==> src/rtl/door_motor_plant.sv <==
// door_motor_plant: behavioural motorised door with upper/lower limit switches.
// Consumes Up_M/Dn_M motor commands, tracks a prescaled Position, drives
// Up_Max/Dn_Max back to the controller, and latches Fault on illegal drive.
// Ports: CLK, RST (async active-low), Up_M, Dn_M in;
//        Up_Max, Dn_Max, Position[POS_W], Moving, Fault out (all registered).
// Optional macro DOOR_PLANT_OBSTRUCT_EN adds input Obstruct, which freezes
// descent (prescaler and Position) while held in FALLING.
module door_motor_plant #(
    parameter int POS_MAX  = 100,
    parameter int POS_W    = 8,
    parameter int STEP_DIV = 4,
    parameter int OVR_LIM  = 8
) (
    input  logic             CLK,
    input  logic             RST,
    input  logic             Up_M,
    input  logic             Dn_M,
`ifdef DOOR_PLANT_OBSTRUCT_EN
    input  logic             Obstruct,
`endif
    output logic             Up_Max,
    output logic             Dn_Max,
    output logic [POS_W-1:0] Position,
    output logic             Moving,
    output logic             Fault
);

    localparam int PRE_W = $clog2(STEP_DIV + 1);
    localparam int OVR_W = $clog2(OVR_LIM + 1);

    localparam logic [POS_W-1:0] P_MAX = POS_W'(POS_MAX);
    localparam logic [POS_W-1:0] P_MX1 = POS_W'(POS_MAX - 1);
    localparam logic [PRE_W-1:0] PRE_END = PRE_W'(STEP_DIV - 1);
    localparam logic [OVR_W-1:0] OVR_END = OVR_W'(OVR_LIM - 1);

    typedef enum logic [2:0] {
        S_AT_BOTTOM,
        S_AT_TOP,
        S_MID,
        S_RISING,
        S_FALLING,
        S_FAULT
    } state_t;

    state_t             r_state;
    logic [POS_W-1:0]   r_pos;
    logic [PRE_W-1:0]   r_pre;
    logic [OVR_W-1:0]   r_ovr;
    logic               r_up_max;
    logic               r_dn_max;
    logic               r_moving;
    logic               r_fault;

    state_t             w_state_nx;
    state_t             w_rest;
    logic [POS_W-1:0]   w_pos_nx;
    logic [PRE_W-1:0]   w_pre_nx;
    logic [OVR_W-1:0]   w_ovr_nx;
    logic               w_up;
    logic               w_dn;
    logic               w_both;
    logic               w_at_top;
    logic               w_at_bot;
    logic               w_obs;

`ifdef DOOR_PLANT_OBSTRUCT_EN
    assign w_obs = Obstruct;
`else
    assign w_obs = 1'b0;
`endif

    assign w_up     = Up_M & ~Dn_M;
    assign w_dn     = Dn_M & ~Up_M;
    assign w_both   = Up_M & Dn_M;
    assign w_at_top = (r_pos == P_MAX);
    assign w_at_bot = (r_pos == '0);

    // Where the door settles if motion stops at the current position.
    always_comb begin
        w_rest = S_MID;
        if (w_at_top) begin
            w_rest = S_AT_TOP;
        end else if (w_at_bot) begin
            w_rest = S_AT_BOTTOM;
        end
    end

    always_comb begin
        w_state_nx = r_state;
        w_pos_nx   = r_pos;
        w_pre_nx   = r_pre;
        w_ovr_nx   = '0;
        case (r_state)
            S_AT_BOTTOM, S_MID, S_AT_TOP: begin
                w_pre_nx = '0;
                if (w_both) begin
                    w_state_nx = S_FAULT;
                end else if (w_up && !w_at_top) begin
                    w_state_nx = S_RISING;
                end else if (w_dn && !w_at_bot) begin
                    w_state_nx = S_FALLING;
                end else if (w_up || w_dn) begin
                    // Driving into the limit that is already closed.
                    if (r_ovr == OVR_END) begin
                        w_state_nx = S_FAULT;
                    end else begin
                        w_ovr_nx = r_ovr + 1'b1;
                    end
                end
            end
            S_RISING: begin
                if (w_both) begin
                    w_state_nx = S_FAULT;
                    w_pre_nx   = '0;
                end else if (w_up) begin
                    if (r_pre == PRE_END) begin
                        w_pos_nx = r_pos + 1'b1;
                        w_pre_nx = '0;
                        if (r_pos == P_MX1) begin
                            w_state_nx = S_AT_TOP;
                        end
                    end else begin
                        w_pre_nx = r_pre + 1'b1;
                    end
                end else if (w_dn) begin
                    // Reversal before the first step out of the bottom.
                    w_pre_nx   = '0;
                    w_state_nx = w_at_bot ? S_AT_BOTTOM : S_FALLING;
                end else begin
                    w_pre_nx   = '0;
                    w_state_nx = w_rest;
                end
            end
            S_FALLING: begin
                if (w_both) begin
                    w_state_nx = S_FAULT;
                    w_pre_nx   = '0;
                end else if (w_dn) begin
                    if (w_obs) begin
                        w_pre_nx = r_pre;
                    end else if (r_pre == PRE_END) begin
                        w_pos_nx = r_pos - 1'b1;
                        w_pre_nx = '0;
                        if (r_pos == POS_W'(1)) begin
                            w_state_nx = S_AT_BOTTOM;
                        end
                    end else begin
                        w_pre_nx = r_pre + 1'b1;
                    end
                end else if (w_up) begin
                    w_pre_nx   = '0;
                    w_state_nx = w_at_top ? S_AT_TOP : S_RISING;
                end else begin
                    w_pre_nx   = '0;
                    w_state_nx = w_rest;
                end
            end
            S_FAULT: begin
                w_state_nx = S_FAULT;
                w_pre_nx   = '0;
            end
            default: begin
                w_state_nx = S_FAULT;
                w_pre_nx   = '0;
            end
        endcase
    end

    always_ff @(posedge CLK or negedge RST) begin
        if (!RST) begin
            r_state  <= S_AT_BOTTOM;
            r_pos    <= '0;
            r_pre    <= '0;
            r_ovr    <= '0;
            r_up_max <= 1'b0;
            r_dn_max <= 1'b1;
            r_moving <= 1'b0;
            r_fault  <= 1'b0;
        end else begin
            r_state  <= w_state_nx;
            r_pos    <= w_pos_nx;
            r_pre    <= w_pre_nx;
            r_ovr    <= w_ovr_nx;
            r_up_max <= (w_pos_nx == P_MAX);
            r_dn_max <= (w_pos_nx == '0);
            r_moving <= (w_state_nx == S_RISING) ||
                        (w_state_nx == S_FALLING);
            r_fault  <= (w_state_nx == S_FAULT);
        end
    end

    assign Position = r_pos;
    assign Up_Max   = r_up_max;
    assign Dn_Max   = r_dn_max;
    assign Moving   = r_moving;
    assign Fault    = r_fault;

endmodule

==> config.mk <==
export PLATFORM = sky130hd
export DESIGN_NAME = door_motor_plant
export DESIGN_NICKNAME = d
export VERILOG_FILES = /design/src/rtl/door_motor_plant.sv
export SDC_FILE = /design/constraint.sdc
export NUM_CORES = 1
export LEC_CHECK = 0
export CAP_MARGIN = 15
export CELL_PAD_IN_SITES_DETAIL_PLACEMENT = 1
export CELL_PAD_IN_SITES_GLOBAL_PLACEMENT = 1
export CORE_UTILIZATION = 43
export DETAILED_ROUTE_END_ITERATION = 8
export PLACE_DENSITY_LB_ADDON = 0.2
export SETUP_SLACK_MARGIN = 0.1
export SYNTH_ARGS = -nofsm -noshare
export SYNTH_HDL_FRONTEND = slang
export SYNTH_SLANG_ARGS = --single-unit
==> constraint.sdc <==
create_clock -name CLK -period 3 [get_ports CLK]
set_clock_uncertainty 0.15 [all_clocks]
set_input_delay 0.45 -clock CLK [delete_from_list [all_inputs] [get_ports CLK]]
set_output_delay 0.45 -clock CLK [all_outputs]
set_load 0.02 [all_outputs]
==> images/met3.png <==
Drawn at 6 px/um.
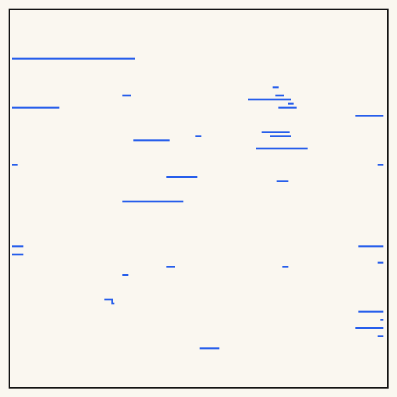
The layer holds 2.4% of the routed length. The wires run mostly horizontal. The layer carries 110 um of wire. 23 nets have wire on it. The longest straight run is 20.2 um.

==> images/metal_stack.png <==
Drawn at 6 px/um. Two of the layers only.
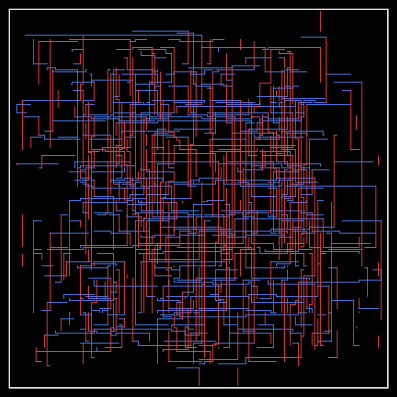
Key: blue = met1 [wire length 2000 um]; red = met2 [wire length 2260 um]

==> images/registers.png <==
Drawn at 10 px/um. Other sequential cells in the stronger gray, the rest of the logic in the fainter gray.
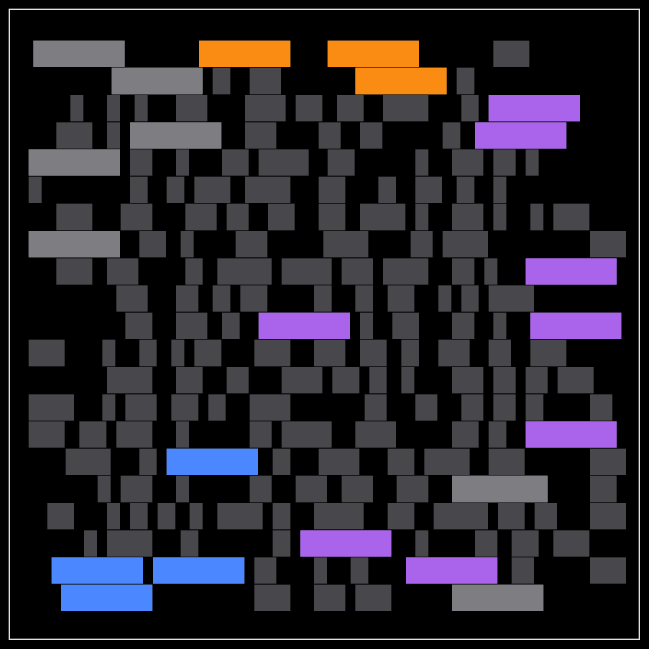
Key: orange = `r_pre` [flops 3]; purple = `Position` [flops 8]; blue = `r_ovr` [flops 4, where bottom left]
Another 7 sequential cells are not colored.
Seq area share: 29.2%
final design utilization: 55.0%

==> images/final_placement.png <==
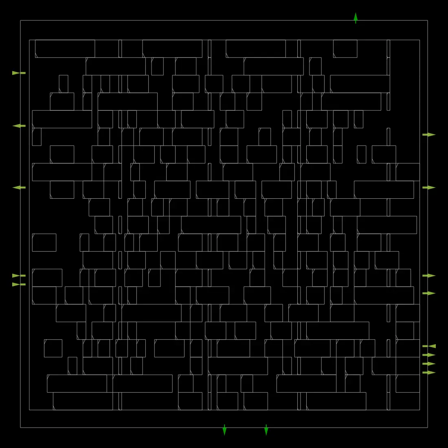
Site Rows: 21
fillcell total: 416
seq_cells: 22

==> images/cell_classes.png <==
Drawn at 4 px/um.
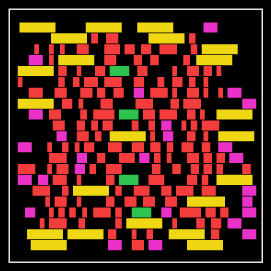
Key: red = all other logic [cells 142, share of their area 54%]; magenta = other buffers and delay cells [cells 26, share of their area 13%]; green = clock drivers and dummy loads [cells 4, share of their area 3.0%]; yellow = flip-flops [cells 22, share of their area 30%]
core area: 3440 um^2
post-route cell area: 1890 um^2

==> summary.txt <==
impl run done, here's what came out: largest net degree at the start of global routing 23, Reg clk slew, reported paths 0.09 ns, final setup vio count 0, CLK BUF 4, antenna violations before repair 0, Detailed Routing Iterations Pass 1 4, first-pass GRT wire length 7.84 mm, dominant cell type by area after synthesis dfrtp_1, Nets 208, diode count 0, Non-clk invs 13, Post-CTS Repair Setup Buffers 0, placer's final routability congestion estimate 0.876, Flop area 552 um^2, DP Area 1830 um^2, H-tree depth 1, R2R depth 6, Die X-Extent 62.9 um, hold path depth 1, Placed Instances 236, Power Density 388 nW/um^2, RSZ-0062 raised after global routing no, DRT antenna net count 0, total clock sinks 22, internal power 0.515 mW, Leak 0.763 nW, final hold violations 0, Reg power frac 47.5%, worst r2r src Position[0], worst hold path startpoint r_pre[0], GRT overflow 0, Post-Syn Instances 174, Synth Seq Share 34.6%, detailed placement HPWL 3.37 mm, Achievable Freq 368 MHz, syn_nets 187, FP Util 46.3%, Max Slew Vio Count 0, GRT Overall Usage 25.2%, Tool Warnings 31, CP max stage delay 0.53 ns, Critical Path Sink Dn_Max, distinct lib cells 58, Area-dominant class combinational gates, Slew @ Worst Pin 0.586 ns, n_taps 46, status complete, no violations, Signal buf overhead 12.3%, maximum fanout along the worst path 5, area grow syn2layout 18.8%, final cell count without fillers 240, full die area 3950 um^2, vias in the first global route 1609, # Cells Yosys 174, CTS Buf Count 3, number of port buffers 15, routed length per instance 18.8 um, most frequent logic cells in the routed design 21 x dfrtp_1, 15 x clkdlybuf4s50_1, 13 x inv_1, 13 x nor2_1, 11 x buf_4, RR Endpoint r_ovr[0], sw frac 29.8%, Comb area 946 um^2, Synth async-reset ratio 100%, critical path class in -> reg, Combinational Power Share 22.1%, number of warnings issued by yosys 0, bufs w/o clock 26, DRT Wirelength 4.51 mm, Worst Path Arrival 2.75 ns, Comb gates 129, DR iter-0 viols 108, Critical Path Slowest Stage Cell or4_4, Hold Path Sink r_pre[0], Peak VDD IR 0.325 mV, CTS Root Cell clkbuf_8, Critical Path Start Up_M, CTS tree built, Crit path required time 3.04 ns, top_reg_cell synth dfrtp_1, startpoint types primary input, WP buf/inv 2, # DRC 0, clock share of power 30.4%
power by group through the flow:
| stage | sequential, mW | clock (mW) | combinational [mW] |
|---|---|---|---|
| floorplan | 0.351 | 0 | 0.105 |
| global placement | 0.352 | 0 | 0.156 |
| detailed placement | 0.354 | 0 | 0.163 |
| CTS | 0.348 | 0.229 | 0.164 |
| global route | 0.353 | 0.237 | 0.177 |
| finish | 0.349 | 0.223 | 0.162 |
synth_stat cells, types with 3 or more instances:
| cell | instances |
|---|---|
| ha_1 | 9 |
| and2_1 | 4 |
| nand4_1 | 5 |
| nor3_1 | 8 |
| nand2b_1 | 3 |
| a21oi_1 | 9 |
| nand2_1 | 3 |
| a211o_1 | 3 |
| nor2_1 | 13 |
| clkbuf_1 | 5 |
| inv_1 | 13 |
| nor3b_1 | 3 |
| dfrtp_1 | 21 |
| buf_2 | 3 |
| nor4_1 | 3 |
| nand3_1 | 7 |
| o32ai_1 | 3 |
| nor4_2 | 3 |
| o21ai_0 | 3 |
kinds of logic after synthesis:
logic type,Yosys count,share of synthesized area [%]
simple gates,78,32.8
compound gates,40,18.1
buf+inv,23,6.13
flops,22,34.6
fa+ha+maj,9,7.07
xor+xnor,1,0.550
mux,1,0.628
metal layers:
metal | track usage (%) | share of wire [%] | vias up | wire length (um)
li1 | - | - | 697 | -
met1 | 30.2 | 44 | 773 | 2000
met2 | 44.1 | 50 | 37 | 2260
met3 | 3.28 | 2.4 | 15 | 110
met4 | 11.9 | 3.1 | 0 | 142
met5 | 0 | 0 | - | 0
per-stage QoR:
stage          worst slack, ns  setup TNS (ns)  hold slack (ns)
3_5_place_dp           -0.0535          -0.101            0.288
3_3_place_gp            0.0558               0            0.278
2_1_floorplan            0.480               0          0.00441
4_1_cts                  0.197               0            0.301
5_1_grt                  0.131               0            0.326
6_report                 0.284               0            0.293
Power and IR drop assume default switching activity.
